### The metal 1 layer

The bar under the picture is 20 µm long.
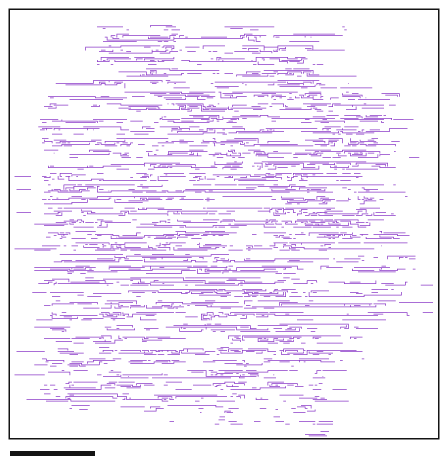
### Metal 2

The bar under the picture is 20 µm long.
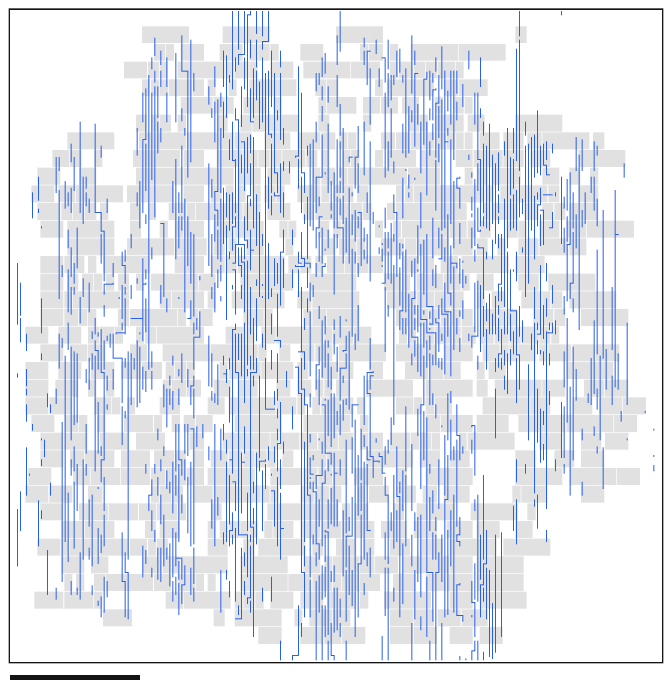
### M3 wires

The bar under the picture is 20 µm long.
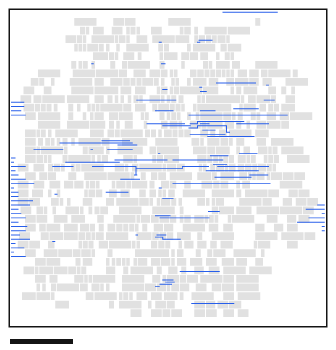
<file path="config.mk">
export PLATFORM = sky130hd
export DESIGN_NAME = bf16_mul_sequencer
export DESIGN_NICKNAME = d
export VERILOG_FILES = /design/src/rtl/bf16_mul_sequencer.sv
export SDC_FILE = /design/constraint.sdc
export NUM_CORES = 1
export LEC_CHECK = 0
export CORE_MARGIN = 2
export CORE_UTILIZATION = 51
export CTS_CLUSTER_SIZE = 20
export DETAILED_ROUTE_END_ITERATION = 7
export HOLD_SLACK_MARGIN = 0.12
export PLACE_DENSITY = 0.78
export REMOVE_ABC_BUFFERS = 1
export SYNTH_ARGS = -nofsm -noshare
export SYNTH_HDL_FRONTEND = slang
export SYNTH_SLANG_ARGS = --single-unit
</file>
<file path="constraint.sdc">
create_clock -name clk -period 3.4 [get_ports clk]
set_input_delay 0.68 -clock clk [delete_from_list [all_inputs] [get_ports clk]]
set_output_delay 0.68 -clock clk [all_outputs]
set_load 0.02 [all_outputs]
</file>
<file path="src/rtl/bf16_mul_sequencer.sv">
// rtl/bf16_mul_sequencer.sv - iterative variable-precision BF16 multiply sequencer
// Optional round-to-nearest-even stage is enabled with BF16_MUL_ROUND_EN.
module bf16_mul_sequencer #(
  parameter int PREC_DEFAULT = 8
) (
  input  logic        clk,
  input  logic        rst,
  input  logic        in_valid,
  output logic        in_ready,
  input  logic [15:0] in_a,
  input  logic [15:0] in_b,
  input  logic [3:0]  in_prec,
  output logic        out_valid,
  input  logic        out_ready,
  output logic [15:0] out_result,
  output logic [3:0]  out_flags,
  output logic        busy
);

  typedef enum logic [2:0] {IDLE, MUL, NORM, ROUND, DONE} state_t;
  state_t state, state_nxt;

  localparam logic [3:0] PREC_DEF4 = 4'(PREC_DEFAULT);

  logic [7:0]         sa, sb;
  logic [15:0]        p;
  logic [2:0]         cnt;
  logic [3:0]         n_r;
  logic               sign_r, spec_r;
  logic signed [9:0]  e_r;
  logic [15:0]        result_r;
  logic [3:0]         flags_r;

  // Accept-time decode
  logic [7:0]         ea, eb;
  logic               a_zero, b_zero, a_inf, b_inf, a_nan, b_nan;
  logic               sign_in, spec_hit;
  logic [3:0]         prec_sel, n_in;
  logic signed [9:0]  e_in;
  logic [19:0]        spec_pack;

  always_comb begin
    ea       = in_a[14:7];
    eb       = in_b[14:7];
    a_zero   = (ea == 8'd0);
    b_zero   = (eb == 8'd0);
    a_inf    = (ea == 8'hFF) && (in_a[6:0] == 7'd0);
    b_inf    = (eb == 8'hFF) && (in_b[6:0] == 7'd0);
    a_nan    = (ea == 8'hFF) && (in_a[6:0] != 7'd0);
    b_nan    = (eb == 8'hFF) && (in_b[6:0] != 7'd0);
    sign_in  = in_a[15] ^ in_b[15];
    e_in     = $signed({2'b00, ea}) + $signed({2'b00, eb}) - 10'sd127;
    prec_sel = (in_prec == 4'd0) ? PREC_DEF4 : in_prec;
    if (prec_sel > 4'd8)
      n_in = 4'd8;
    else if (prec_sel == 4'd0)
      n_in = 4'd1;
    else
      n_in = prec_sel;
    spec_hit  = 1'b1;
    if (a_nan || b_nan || (a_inf && b_zero) || (b_inf && a_zero))
      spec_pack = {16'h7FC0, 4'b1000};
    else if (a_inf || b_inf)
      spec_pack = {sign_in, 8'hFF, 7'd0, 4'b0000};
    else if (a_zero || b_zero)
      spec_pack = {sign_in, 15'd0, 4'b0000};
    else begin
      spec_pack = 20'd0;
      spec_hit  = 1'b0;
    end
  end

  // One shift-add step per MUL cycle, B significand consumed MSB first
  logic [2:0]  bit_idx;
  logic [15:0] addend;
  logic        mul_last;

  always_comb begin
    bit_idx  = 3'd7 - cnt;
    addend   = sb[bit_idx] ? (16'(sa) << bit_idx) : 16'd0;
    mul_last = ({1'b0, cnt} == (n_r - 4'd1));
  end

  logic [6:0]        norm_mant;
  logic signed [9:0] norm_e;

  always_comb begin
    if (p[15]) begin
      norm_mant = p[14:8];
      norm_e    = e_r + 10'sd1;
    end else begin
      norm_mant = p[13:7];
      norm_e    = e_r;
    end
  end

  function automatic logic [19:0] pack(input logic s, input logic signed [9:0] e,
                                       input logic [6:0] m, input logic apx);
    if (e >= 10'sd255)
      pack = {s, 8'hFF, 7'd0, 3'b010, apx};
    else if (e <= 10'sd0)
      pack = {s, 15'd0, 3'b001, apx};
    else
      pack = {s, e[7:0], m, 3'b000, apx};
  endfunction

`ifdef BF16_MUL_ROUND_EN
  logic [6:0]        mant_r;
  logic              guard_r, sticky_r;
  logic              norm_guard, norm_sticky, rnd_inc;
  logic [7:0]        rnd_sum;
  logic [6:0]        rnd_mant;
  logic signed [9:0] rnd_e;

  always_comb begin
    norm_guard  = p[15] ? p[7] : p[6];
    norm_sticky = p[15] ? (|p[6:0]) : (|p[5:0]);
    rnd_inc     = guard_r & (sticky_r | mant_r[0]);
    rnd_sum     = {1'b0, mant_r} + {7'd0, rnd_inc};
    // Carry out of the fraction means the significand rolled over to 2.0
    rnd_mant    = rnd_sum[7] ? 7'd0 : rnd_sum[6:0];
    rnd_e       = rnd_sum[7] ? (e_r + 10'sd1) : e_r;
  end
`endif

  always_ff @(posedge clk) begin
    if (rst)
      state <= IDLE;
    else
      state <= state_nxt;
  end

  // Specials use the NORM slot as their single pass-through cycle
  always_comb begin
    state_nxt = state;
    in_ready  = 1'b0;
    out_valid = 1'b0;
    busy      = 1'b1;
    case (state)
      IDLE: begin
        in_ready = 1'b1;
        busy     = 1'b0;
        if (in_valid)
          state_nxt = spec_hit ? NORM : MUL;
      end
      MUL:   if (mul_last) state_nxt = NORM;
`ifdef BF16_MUL_ROUND_EN
      NORM:  state_nxt = spec_r ? DONE : ROUND;
      ROUND: state_nxt = DONE;
`else
      NORM:  state_nxt = DONE;
`endif
      DONE: begin
        out_valid = 1'b1;
        if (out_ready)
          state_nxt = IDLE;
      end
      default: state_nxt = IDLE;
    endcase
  end

  always_ff @(posedge clk) begin
    if (rst) begin
      sa       <= 8'd0;
      sb       <= 8'd0;
      p        <= 16'd0;
      cnt      <= 3'd0;
      n_r      <= 4'd0;
      sign_r   <= 1'b0;
      spec_r   <= 1'b0;
      e_r      <= 10'sd0;
      result_r <= 16'd0;
      flags_r  <= 4'd0;
`ifdef BF16_MUL_ROUND_EN
      mant_r   <= 7'd0;
      guard_r  <= 1'b0;
      sticky_r <= 1'b0;
`endif
    end else begin
      case (state)
        IDLE: if (in_valid) begin
          sa     <= {1'b1, in_a[6:0]};
          sb     <= {1'b1, in_b[6:0]};
          sign_r <= sign_in;
          n_r    <= n_in;
          e_r    <= e_in;
          p      <= 16'd0;
          cnt    <= 3'd0;
          spec_r <= spec_hit;
          if (spec_hit)
            {result_r, flags_r} <= spec_pack;
        end
        MUL: begin
          p   <= p + addend;
          cnt <= cnt + 3'd1;
        end
        NORM: if (!spec_r) begin
`ifdef BF16_MUL_ROUND_EN
          mant_r   <= norm_mant;
          e_r      <= norm_e;
          guard_r  <= norm_guard;
          sticky_r <= norm_sticky;
`else
          {result_r, flags_r} <= pack(sign_r, norm_e, norm_mant, n_r < 4'd8);
`endif
        end
`ifdef BF16_MUL_ROUND_EN
        ROUND: {result_r, flags_r} <= pack(sign_r, rnd_e, rnd_mant, n_r < 4'd8);
`endif
        default: ;
      endcase
    end
  end

  assign out_result = result_r;
  assign out_flags  = flags_r;

endmodule
</file>
==> impl_metrics.json <==
{
  "maxUsedRoutingLayer": "met4",
  "antenna_left": 0,
  "worstRegToRegCells": 11,
  "path_clk_slew_ns": 0.08,
  "antenna_found_initial": 0,
  "cp.arrival_ns": 3.43,
  "port_buffers": 62,
  "nFillCells": 784,
  "hold_depth": 1,
  "cp_max_fo": 7,
  "path_buffers": 0,
  "met2_length_um": 5760,
  "yosysTopAreaCell": "dfxtp_1",
  "die_area_um2": 10100,
  "fin_tns_setup_ns": 0,
  "ys_types": 66,
  "final_core_util": 0.625,
  "critPathKind": "reg -> reg",
  "finalCritPeriodShare": 0.931,
  "grt_pass1_wl_um": 20000,
  "clock_path_buffers": 2,
  "edf_count": 0,
  "fin_ws_ns": 0.236,
  "htree_levels": 3,
  "place_area_um2": 5450,
  "syn_area_per_cell_um2": 7.96,
  "first_iter_violations": 243,
  "power_mw": 2.41,
  "yosys.stat.seqShare": 0.309,
  "postSynth.asyncResetShare": 0,
  "min_from": "out_result[0]$_SDFFE_PP0P_",
  "hold_viol": 0,
  "gr-total-overflow": 0,
  "fin_skew_ns": 0.0104,
  "yosysCellCount": 595,
  "clkPwrFrac": 0.345,
  "gp_congestion": 0.894,
  "p_seq_frac": 0.408,
  "seq-power_mw": 0.982,
  "final_cell_area_um2": 5690,
  "clk-power_mw": 0.829,
  "grt_pass1_vias": 4159,
  "diodes": 0,
  "clk_latency_ns": 0.35,
  "synthToLayoutAreaGrowth_pct": 20.2,
  "start_kind": "flop",
  "holdWs_ns": 0.466,
  "netSwitchingPower_mw": 0.728,
  "required_ns": 3.66,
  "switching_share": 0.302,
  "drive_gt1_frac": 0.0614,
  "topCellsByArea": "dfxtp_1 (31%), ha_1 (8.7%), nand2_1 (6.6%)",
  "die.size.y_um": 100,
  "cp_top_family": "AND-OR/OR-AND gates",
  "ys_chip_area_um2": 4740,
  "warnings": 25,
  "holdCritPathClass": "reg -> reg",
  "route.met3.wl_um": 655,
  "syn_area_um2": 4740,
  "powerDensity_nw_per_um2": 423,
  "grt_use_total": 0.246,
  "synth-seq-cells": 73,
  "pin_count": 63,
  "drt-total-wl_um": 12300,
  "wl_met1_um": 5590,
  "dp_cells": 747,
  "wl_per_cell_um": 16.1,
  "core-area_um2": 9110,
  "hold_buffers": 0,
  "dr.pass1.iters": 6,
  "final_cell_count_no_fill": 762,
  "slowest_delay_ns": 0.53,
  "syn_inst": 595,
  "dp_slack_ns": 0.264,
  "route.detailed.drc": 0,
  "status": "completed",
  "drv_slew": 0,
  "comb_area_um2": 3080,
  "nets": 722,
  "timing.rr.start": "cnt[0]$_SDFFE_PP0P_",
  "power-top-group": "sequential cells",
  "combPwrFrac": 0.247,
  "max_slew_margin": 0.502,
  "cpMaxStageDelayCell": "mux4_2",
  "grt_max_degree": 39,
  "ys.flop_type": "dfxtp_1"
}
-- 'The metal 1 layer' (at the start) --
wire length on this layer: 5590 µm
nets with wire on the layer: 673
longest straight run: 29.0 µm

-- 'Metal 2' (at the start) --
share of all routed wire: 47%
nets with wire on the layer: 610
M2 GR Usage: 0.401
routed vias: 4577

-- 'M3 wires' (at the start) --
nets with wire on the layer: 80
share of all routed wire: 5.3%
wire length on this layer: 655 µm
main direction: horizontal

==> placed cells by master, fill, tap and decap left out, types with 4 or more instances in the layout <==
| cell | count |
|---|---|
| nor2b_1 | 6 |
| a22o_1 | 4 |
| a31oi_1 | 7 |
| inv_1 | 16 |
| or3_1 | 9 |
| clkdlybuf4s50_1 | 61 |
| mux2i_1 | 15 |
| dfxtp_1 | 72 |
| xor2_1 | 7 |
| nor3_1 | 18 |
| xnor2_1 | 18 |
| nand3b_1 | 9 |
| nand4_1 | 9 |
| ha_1 | 33 |
| a21o_1 | 4 |
| o211ai_1 | 5 |
| a21oi_1 | 58 |
| nor2_1 | 61 |
| o21a_1 | 8 |
| o2bb2ai_1 | 8 |
| clkbuf_8 | 10 |
| o21ai_0 | 12 |
| buf_4 | 10 |
| and3_1 | 4 |
| or4_1 | 6 |
| o221a_1 | 5 |
| a211oi_1 | 7 |
| nand2_1 | 83 |
| nand3_1 | 14 |
| o22ai_1 | 4 |
==> final cells by class <==
type / instances / area share
clock inverter: 5 / 0.0182
inverter: 17 / 0.0112
tap: 111 / 0.0244
multi-input combinational: 473 / 0.540
clock buffer: 10 / 0.0242
timing repair buffer: 73 / 0.125
sequential: 73 / 0.257
==> sequential cells by signal (all words and copies together) (netlist names) <==
| name | cells |
|---|---|
| e_r | 10 |
| sa | 8 |
| n_r | 4 |
| out_result | 16 |
| out_flags | 4 |
| sign_r | 1 |
| cnt | 3 |
| p | 16 |
| spec_r | 1 |
| state | 3 |
| sb | 7 |
==> synth_stat cells (all sizes together) (8+ instances only) <==
cell	count
nand2	84
dfxtp	73
nor2	61
a21oi	58
ha	33
clkbuf	23
nor3	18
xnor2	18
inv	16
mux2i	15
nand3	14
o21ai	14
nand4	10
buf	9
nand3b	9
or3	9
o21a	8
o2bb2ai	8
==> metal layers <==
layer	GRT usage	vias up
met5	0	-
met4	0.0917	0
met3	0.0327	22
met2	0.401	154
met1	0.331	2134
li1	-	2267
==> how the worst max path moves through the flow <==
| stage | start | end | slack (ns) | depth (start not counted) |
|---|---|---|---|---|
| floorplan | cnt[0]$_SDFFE_PP0P_ | p[10]$_SDFFE_PP0P_ | 0.27 | 11 |
| global placement | in_a[3] | out_result[15]$_SDFFE_PP0P_ | 0.36 | 7 |
| detailed placement | cnt[0]$_SDFFE_PP0P_ | p[15]$_SDFFE_PP0P_ | 0.26 | 10 |
| CTS | cnt[0]$_SDFFE_PP0P_ | p[14]$_SDFFE_PP0P_ | 0.21 | 11 |
| global route | cnt[0]$_SDFFE_PP0P_ | p[14]$_SDFFE_PP0P_ | 0.007 | 11 |
| finish | cnt[0]$_SDFFE_PP0P_ | p[14]$_SDFFE_PP0P_ | 0.24 | 11 |
==> timing repair <==
| action | in CTS | in global routing |
|---|---|---|
| resized | 0 | 2 |
| endpoints found under the hold margin | 0 | 0 |
| endpoints found under the setup margin | 0 | 2 |
==> cells by family (layout without fill, tap and decap cells) <==
kind of cell	after synthesis	in the layout	share of synthesized area
xor+xnor	25	25	0.0462
compound gates	150	150	0.211
flops	73	73	0.309
fa+ha+maj	35	35	0.0956
buf+inv	49	105	0.0420
simple gates	241	241	0.243
mux	22	22	0.0531
No activity file was given, so power comes from the tool's default toggle rates.
